**config.mk**
```make
export PLATFORM = sky130hd
export DESIGN_NAME = l1a_rdout_sched
export DESIGN_NICKNAME = d
export VERILOG_FILES = /design/src/rtl/l1a_rdout_sched.sv
export SDC_FILE = /design/constraint.sdc
export NUM_CORES = 1
export LEC_CHECK = 0
export ABC_CLOCK_PERIOD_IN_PS = 3400
export CORE_UTILIZATION = 30
export DETAILED_ROUTE_END_ITERATION = 8
export PLACE_DENSITY_LB_ADDON = 0.1
export SYNTH_ARGS = -nofsm -noshare
export SYNTH_HDL_FRONTEND = slang
export SYNTH_SLANG_ARGS = --single-unit
```
**constraint.sdc**
```tcl
create_clock -name CLK -period 3.4 [get_ports CLK]
set_clock_uncertainty 0.15 [all_clocks]
set_input_delay 0.51 -clock CLK [delete_from_list [all_inputs] [get_ports CLK]]
set_output_delay 0.51 -clock CLK [all_outputs]
set_load 0.01 [all_outputs]
```
**src/rtl/l1a_rdout_sched.sv**
```systemverilog
// rtl/l1a_rdout_sched.sv - L1A event descriptor queue and per-channel readout sequencer
// Optional per-channel done-timeout: define L1A_RDSCHED_TIMEOUT_EN
module l1a_rdout_sched #(
    parameter int NCH      = 6,
    parameter int QDEPTH   = 8,
    parameter int TMO_BITS = 10
) (
    input  logic           CLK,
    input  logic           RST_N,
    input  logic           L1A,
    input  logic [NCH-1:0] L1A_MATCH,
    input  logic [NCH-1:0] CH_EN,
    input  logic [NCH-1:0] CH_DONE,
    input  logic           OVF_CLR,
    output logic [NCH-1:0] RD_REQ,
    output logic           EVT_START,
    output logic           EVT_END,
    output logic [11:0]    EVT_NUM,
    output logic [NCH-1:0] EVT_MASK,
    output logic [NCH-1:0] EVT_TMO,
    output logic           Q_FULL,
    output logic           Q_OVF,
    output logic           BUSY
);
    localparam int AW = $clog2(QDEPTH);
    localparam int DW = 12 + NCH;

    typedef enum logic [1:0] {S_IDLE, S_HDR, S_REQ, S_TRL} state_t;
    state_t state, state_nxt;

    logic [DW-1:0]  q_mem [QDEPTH];
    logic [AW-1:0]  wr_ptr, rd_ptr;
    logic [AW:0]    q_cnt;
    logic [11:0]    evt_cnt;
    logic           q_empty, push, pop, drop;

    logic [NCH-1:0] rem_mask, cur_ch;
    logic           gap, done_hit, tmo_hit, req_exit;

    assign q_empty = (q_cnt == '0);
    assign Q_FULL  = (q_cnt == (AW+1)'(QDEPTH));
    assign push    = L1A && (!Q_FULL || pop);
    assign drop    = L1A && Q_FULL && !pop;
    assign BUSY    = (state != S_IDLE) || !q_empty;

    // Serviced bits are cleared, so the lowest remaining bit is always the active channel
    assign cur_ch   = rem_mask & (~rem_mask + NCH'(1));
    assign done_hit = |(CH_DONE & cur_ch);
    assign RD_REQ   = (state == S_REQ && !gap) ? cur_ch : '0;

`ifdef L1A_RDSCHED_TIMEOUT_EN
    logic [TMO_BITS-1:0] tmo_cnt;

    assign tmo_hit = (state == S_REQ) && !gap && !done_hit && (tmo_cnt == '1);

    always_ff @(posedge CLK or negedge RST_N) begin
        if (!RST_N) begin
            tmo_cnt <= '0;
            EVT_TMO <= '0;
        end else begin
            if (state != S_REQ || gap) tmo_cnt <= '0;
            else                       tmo_cnt <= tmo_cnt + TMO_BITS'(1);
            if (pop)          EVT_TMO <= '0;
            else if (tmo_hit) EVT_TMO <= EVT_TMO | cur_ch;
        end
    end
`else
    assign tmo_hit = 1'b0;
    assign EVT_TMO = '0;
`endif

    always_ff @(posedge CLK) begin
        if (push) q_mem[wr_ptr] <= {evt_cnt, L1A_MATCH & CH_EN};
    end

    always_ff @(posedge CLK or negedge RST_N) begin
        if (!RST_N) begin
            wr_ptr  <= '0;
            rd_ptr  <= '0;
            q_cnt   <= '0;
            evt_cnt <= '0;
            Q_OVF   <= 1'b0;
        end else begin
            if (L1A)  evt_cnt <= evt_cnt + 12'd1;
            if (push) wr_ptr  <= wr_ptr + AW'(1);
            if (pop)  rd_ptr  <= rd_ptr + AW'(1);
            if (push && !pop)      q_cnt <= q_cnt + (AW+1)'(1);
            else if (pop && !push) q_cnt <= q_cnt - (AW+1)'(1);
            // a drop wins over a coincident clear
            if (drop)         Q_OVF <= 1'b1;
            else if (OVF_CLR) Q_OVF <= 1'b0;
        end
    end

    always_ff @(posedge CLK or negedge RST_N) begin
        if (!RST_N) state <= S_IDLE;
        else        state <= state_nxt;
    end

    always_comb begin
        state_nxt = state;
        pop       = 1'b0;
        req_exit  = 1'b0;
        EVT_START = 1'b0;
        EVT_END   = 1'b0;
        case (state)
            S_IDLE: begin
                if (!q_empty) begin
                    pop       = 1'b1;
                    state_nxt = S_HDR;
                end
            end
            S_HDR: begin
                EVT_START = 1'b1;
                state_nxt = (rem_mask == '0) ? S_TRL : S_REQ;
            end
            S_REQ: begin
                // gap is the mandatory request-low cycle after each channel completes
                if (gap) begin
                    if (rem_mask == '0) state_nxt = S_TRL;
                end else begin
                    req_exit = done_hit || tmo_hit;
                end
            end
            S_TRL: begin
                EVT_END   = 1'b1;
                state_nxt = S_IDLE;
            end
            default: state_nxt = S_IDLE;
        endcase
    end

    always_ff @(posedge CLK or negedge RST_N) begin
        if (!RST_N) begin
            EVT_NUM  <= '0;
            EVT_MASK <= '0;
            rem_mask <= '0;
            gap      <= 1'b0;
        end else begin
            if (pop) begin
                {EVT_NUM, EVT_MASK} <= q_mem[rd_ptr];
                rem_mask            <= q_mem[rd_ptr][NCH-1:0];
                gap                 <= 1'b0;
            end else if (req_exit) begin
                rem_mask <= rem_mask & ~cur_ch;
                gap      <= 1'b1;
            end else if (gap) begin
                gap <= 1'b0;
            end
        end
    end
endmodule

```
metal_density.png
The bar under the picture is 50 um long. 33 x 33 tiles, from dark blue (low) to red (high), scaled to the fullest tile. Values are wire area over tile area, all layers added.
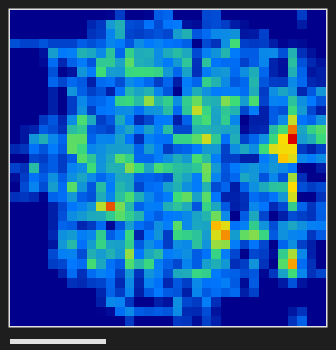
fullest tile: 0.44
tiles over half the peak: 5.7%
nearly empty tiles: 22%
emptiest ninth of the die: south-west
GR Util All Layers: 0.134
Post-Route WL: 16500 um
Vias: 4023
Routed WL per cell: 19.2 um

placement_by_type.png
Fill, decap, tap and diode cells in grey.
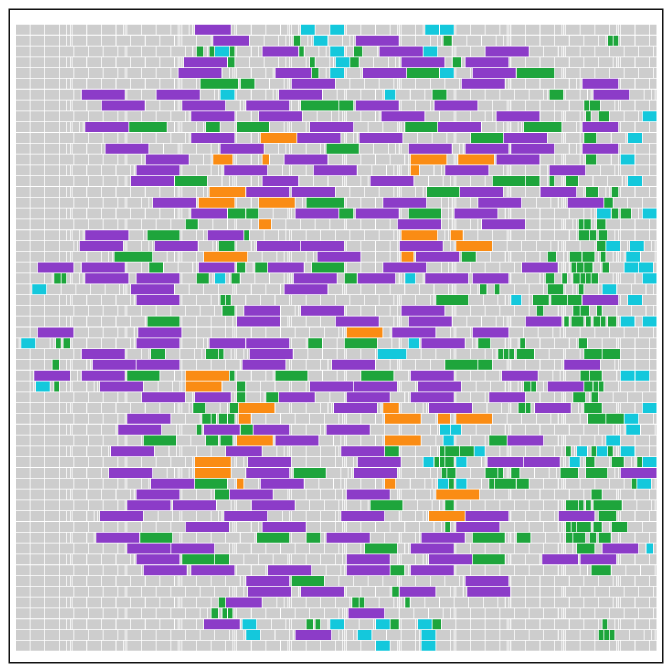
legend:
  remaining buffers and delay cells:
    colour: cyan
    cells: 67
    share_of_their_area: 7.0%
  clock drivers and dummy loads:
    colour: orange
    cells: 32
    share_of_their_area: 7.0%
  sequential cells:
    colour: purple
    cells: 194
    share_of_their_area: 62%
  combinational and other logic:
    colour: green
    cells: 237
    share_of_their_area: 24%

layer_met1.png
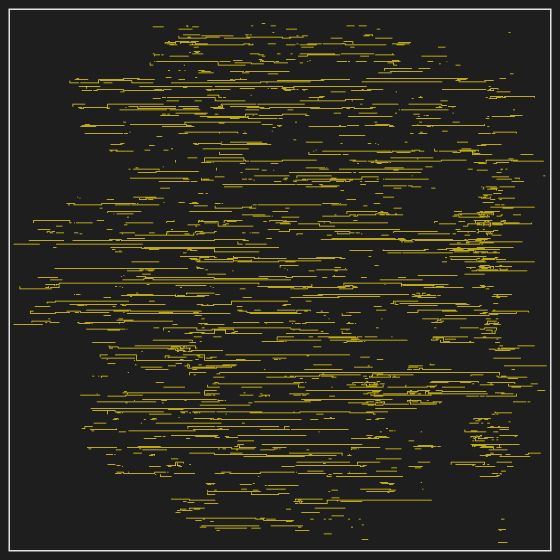
share of all routed wire: 44%
nets with wire on the layer: 503
wire length on this layer: 7320 um
GR Util met1: 0.170

clocks.png
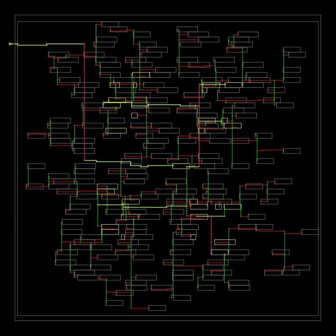
CTS Buf Count: 17
Power Clock: 2.12 mW
clock tree buffer count of the final layout: 19

==> run summary <==
Routed Antenna Nets: 0
Vias in the first global route: 4326
Most numerous logic cell after layout: edfxtp_1
Run status: finished, final reports clean
First-pass GRT wire length: 26000 um
Synth flops: 194
Final Setup Violations: 0
Slew Viols, Final: 0
Max-area cell share: 0.548
ANT cells: 0
Static Leak: 3.46 nW
Late-Pin Clk Latency: 420 ps
Clock root cell: clkbuf_16
DIE WIDTH: 164 um
Slew @ Worst Pin: 1080 ps
Peak fanout along the critical path: 6
Mapped Cells: 448
Post-route minimum period: 2930 ps
Seq/Total Area, Yosys: 0.707
Cell Type Count: 48
Fillers: 2359
OpenROAD warning count: 30
Unrepaired setup endpoints after global routing: false
Largest net degree at the start of global routing: 45
Ys Warns: 0
DP Cell Count: 828
Fin cells: 860
Seq pwr share: 0.437
Clock sinks: 194
Synthesis area per yosys: 7880 um2
Top area cell types: edfxtp_1, dfrtp_1, mux4_2, mux2i_1, mux4_1
Yosys top cell by instances: edfxtp_1
Crit path launch type: flop
Total gr overflow: 0
Share of layout cells above drive strength 1: 0.179
Tightest Hold Check Type: input port to asynchronous set/reset pin
Post-cts hold buffer count: 0
Crit path max-delay cell type: clkdlybuf4s50_1
H-tree depth reported by CTS: 4
FA/HA/MAJ Cells, Area Fraction: 0.0200
Post-CTS resize count: 0
EDFF count, synth: 144
Critical Path Max Stage Delay: 530 ps
Initial DRC Count: 294
Post-route DRC: 0
Fmax: 342 MHz
Setup Buffers After CTS: 0
Post-Syn Area: 7880 um2
Num ports: 57
Cell family with most CP delay: buffers and inverters
Metal3 WL: 489 um
Die ar.: 26900 um2
CP arrival: 2270 ps
Detailed placement HPWL: 10000 um
Buffers on Ports: 50
Final hold vios: 0
Clock power frac: 0.254
Core ar.: 25500 um2
CTS tree: yes
Syn avg cell area: 17.6 um2
CP Capture Type: output pin
Num rows: 58
Most frequent cells after synthesis: edfxtp_1, dfrtp_1, nand2_1
Required @ worst endpoint: 2740 ps
Max VDD drop: 0.410 mV
Main synth FF type: edfxtp_1
-- worst paths after layout --
kind | startpoint | endpoint | slack [ps] | cells after the start
worst min register to register | EVT_MASK[4] | EVT_MASK[4] | 330 | 1
min in group CLK | EVT_MASK[4] | EVT_MASK[4] | 330 | 1
worst max-delay path | state[0] | RD_REQ[2] | 470 | 6
max in group asynchronous | RST_N | evt_cnt[2] | 2190 | 2
worst max register to register | q_cnt[1] | q_cnt[3] | 590 | 9
worst min-delay path | RST_N | q_cnt[1] | 110 | 1
-- worst reg2reg max path, stage by stage (launching register included) --
cell and delay [ps]:
dfrtp_1 440, or4b_4 590, o21a_4 240, ha_1 210, inv_1 130, ha_1 250, a21o_1 180, a21oi_1 170
mux2i_1 240, xnor2_1 140
-- flip-flops by register name, indices dropped and copies added, names as in the netlist --
signal	count
evt_cnt	12
wr_ptr	3
EVT_MASK	6
q_cnt	4
q_mem	144
state	2
rem_mask	6
Q_OVF	1
rd_ptr	3
gap	1
EVT_NUM	12
-- per-stage QoR --
step | utilization | setup WS (ps) | total power, mW | cell area (um2)
2_1_floorplan | - | 512 | 5.36 | 7900
3_3_place_gp | 0.346 | 657 | 6.28 | 8810
3_5_place_dp | 0.346 | 595 | 6.35 | 8810
4_1_cts | 0.371 | 453 | 8.50 | 9440
5_1_grt | 0.371 | 318 | 8.87 | 9440
6_report | 0.371 | 474 | 8.33 | 9440
-- cell type report --
cell class              count  area [um2]  share of cell area
multi-input cells         224        2140               0.226
repair buffers             67         636              0.0673
flip-flops and latches    194        5580               0.591
clock inverters            13         169              0.0179
clock buffers              19         464              0.0492
well taps                 330         413              0.0437
inverters                  13        48.8             0.00517
No activity file was given, so power comes from the tool's default toggle rates.
